Design alu_rr_scheduler, sky130hd; sources not shown.
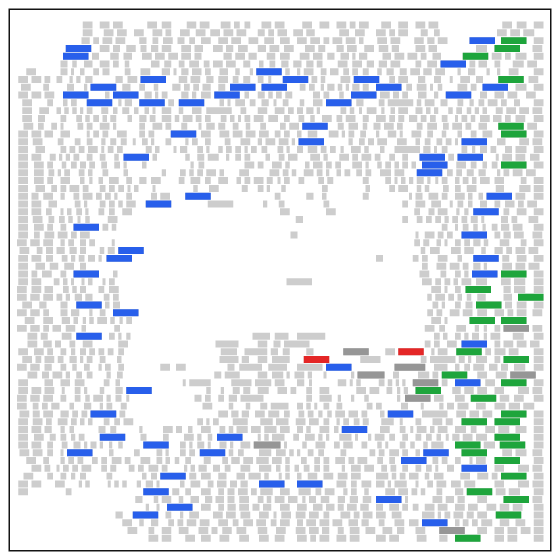
(run_1/ff_map.png)
Other sequential cells in the stronger gray, the rest of the logic in the fainter gray.
| color | name in the netlist | flops |
|---|---|---|
| blue | `issue_q` | 68 |
| green | `rsp_result` | 32 |
| red | `issue_id` | 2 |
Reg area: 2790 µm²
Final Core Density: 49.9%

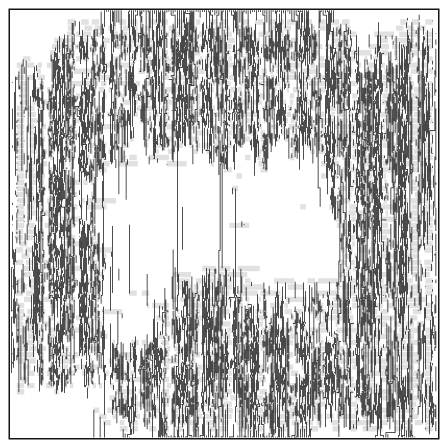
(run_1/m2.png)
nets with wire on the layer: 1,996
longest straight run: 67.7 µm
wire length on this layer: 27.4 mm
share of all routed wire: 50%
main direction: vertical
DR vias: 14.4k
final WL: 54,500 µm
GRT met2 Usage: 52.3%

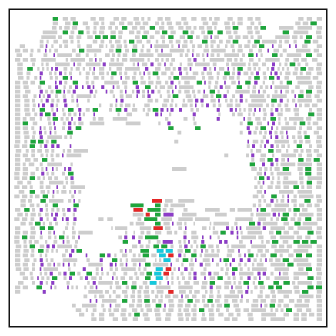
(run_1/gates.png)
| color | family | cells | most used | where |
|---|---|---|---|---|
| purple | nand cells | 287 | nand2_1 | spread over the die |
| green | mux cells | 184 | mux2i_1 | spread over the die |
| red | non-inverting ao/oa cells | 8 | a221o_1 | bottom center |
| cyan | fa/ha/maj cells | 8 | ha_1 | bottom center |
most instantiated logic cell after routing: clkdlybuf4s50_1
Final Non-Filler Cells: 2,290
logic share of the area: 51.9%

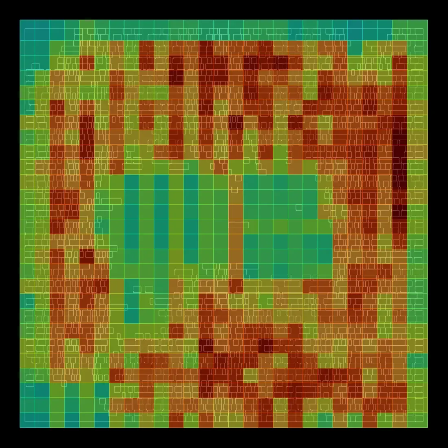
(run_1/congestion_map.png)
GR peak layer: met2
GRT Overall Usage: 29.5%
met1 Track Usage GR: 35.0%
WL/cell: 23.8 µm

==> impl_metrics.toml, run 1 <==
# generated from flow reports
[outcome]
status = "completed"

[floorplanning]
taps = 448
core_area_um2 = 33600
dieArea_um2 = 35700
fp.dieH_um = 189

[worst_setup_path]
cp.required_ns = 7.64
cp-start-kind = "flip-flop"
crit_type = "flip-flop to output pin"
crit_chain = "inv_4 -> ha_1 -> mux2i_4 -> buf_4 -> mux2_4 -> o21ai_0 -> a21oi_1 -> clkdlybuf4s50_1"
ff2ff_setup_slack_ns = 3.52

[cells_and_area]
nonClkBufAreaFrac_pct = 26.2
nFillCells = 3966

[final_timing]
drv_slew = 0

[synthesis]
ys_chip_area_um2 = 12300
numSynthFlops = 111
postSynthCellCount = 1575
synth_area_um2 = 12300

[placed_design]
pre_cts_ws_ns = 2.21
placed_area_um2 = 16500

[power_and_ir_drop]
p_clk_mw = 0.405

[job]
drv_cap = 0

[drt]
via_per_inst = 6.27
==> run 1: metal layers <==
layer | GRT usage (%) | share of wire, %
met1 | 35.0 | 40
met3 | 4.23 | 5.7
met2 | 52.3 | 50
met4 | 14.3 | 4.4
met5 | 0 | 0
==> run 1: logic make-up (layout without fill, tap and decap cells) <==
group | after synthesis | in the layout | share of synthesized area, %
AND/OR/NAND/NOR | 706 | 706 | 32.7
AND-OR/OR-AND | 368 | 368 | 20.8
buffers and inverters | 197 | 462 | 7.41
multiplexers | 184 | 184 | 15.7
flip-flops | 111 | 111 | 22.6
adder cells (fa/ha/maj) | 8 | 8 | 0.814
other | 1 | 3 | 0.0305
==> run 2, diff against run 1 <==
--- a/config.mk
+++ b/config.mk
@@ -9,9 +9,9 @@
 export CELL_PAD_IN_SITES_DETAIL_PLACEMENT = 1
 export CELL_PAD_IN_SITES_GLOBAL_PLACEMENT = 1
 export CORE_MARGIN = 2
-export CORE_UTILIZATION = 36
+export CORE_UTILIZATION = 33
 export DETAILED_ROUTE_END_ITERATION = 8
-export PLACE_DENSITY = 0.95
+export PLACE_DENSITY = 0.92
 export SYNTH_ARGS = -nofsm -noshare
 export SYNTH_HDL_FRONTEND = slang
 export SYNTH_SLANG_ARGS = --single-unit
==> constraint.sdc (replaced) <==
create_clock -name clk -period 7.4 [get_ports clk]
set_clock_uncertainty 0.2 [all_clocks]
set_input_delay 1.48 -clock clk [delete_from_list [all_inputs] [get_ports clk]]
set_output_delay 1.48 -clock clk [all_outputs]
set_load 0.03 [all_outputs]
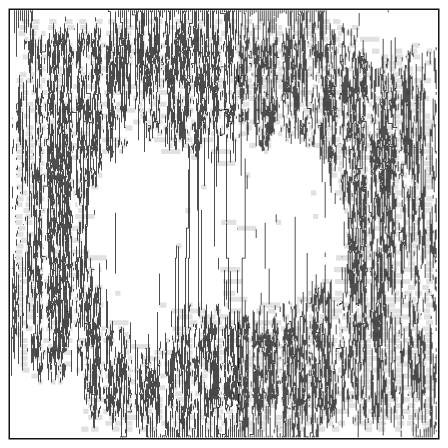
(run_2/m2.png)
share of all routed wire: 49%
main direction: vertical
longest straight run: 81.3 µm
wire length on this layer: 27.7 mm
nets with wire on the layer: 1,961
final WL: 56,300 µm
GRT met2 Usage: 48.8%

==> impl_metrics.toml, run 2 <==
# generated from flow reports
[placed_design]
placed_area_um2 = 16500
pre_cts_ws_ns = 1.22

[worst_setup_path]
cp-start-kind = "flip-flop"
cp.required_ns = 5.72

[job]
drv_cap = 0

[drt]
via_per_inst = 6.20
wl_met1_um = 22700
highest_layer = "met5"

[cells_and_area]
fin_cells = 2313
layout_top_cell = "clkdlybuf4s50_1"
final_core_util_pct = 46.1
seq_area_um2 = 2790
nFillCells = 4343

[outcome]
status = "completed"

[synthesis]
synth_area_um2 = 12300
numSynthFlops = 111
postSynthCellCount = 1575

[grt]
grt_util_all_layers_pct = 27.9
grt-busiest-layer = "met2"
met3_usage_pct = 4.56

[floorplanning]
dieArea_um2 = 38800
fp.dieH_um = 197

[power_and_ir_drop]
p_clk_mw = 0.563

[final_timing]
drv_slew = 0
## run 2: cell counts after synthesis
No cell type changed its count.
## run 2: cells by family (layout without fill, tap and decap cells)
group | count (synthesis) | count (layout) | share of synthesized area, %
AND-OR/OR-AND | 368 | 368 | 20.8
adder cells (fa/ha/maj) | 8 | 8 | 0.814
buffers and inverters | 197 | 465 | 7.41
flip-flops | 111 | 111 | 22.6
multiplexers | 184 | 184 | 15.7
other | 1 | 3 | 0.0305
AND/OR/NAND/NOR | 706 | 706 | 32.7
## run 2: area by class of cell
type / instances / area share [%]
Sequential cell: 111 / 16.5
Multi-Input combinational cell: 1267 / 51.5
Tap cell: 468 / 3.46
Clock buffer: 9 / 1.33
Clock inverter: 7 / 0.585
Antenna cell: 2 / 0.0296
Inverter: 6 / 0.148
Timing Repair Buffer: 443 / 26.4
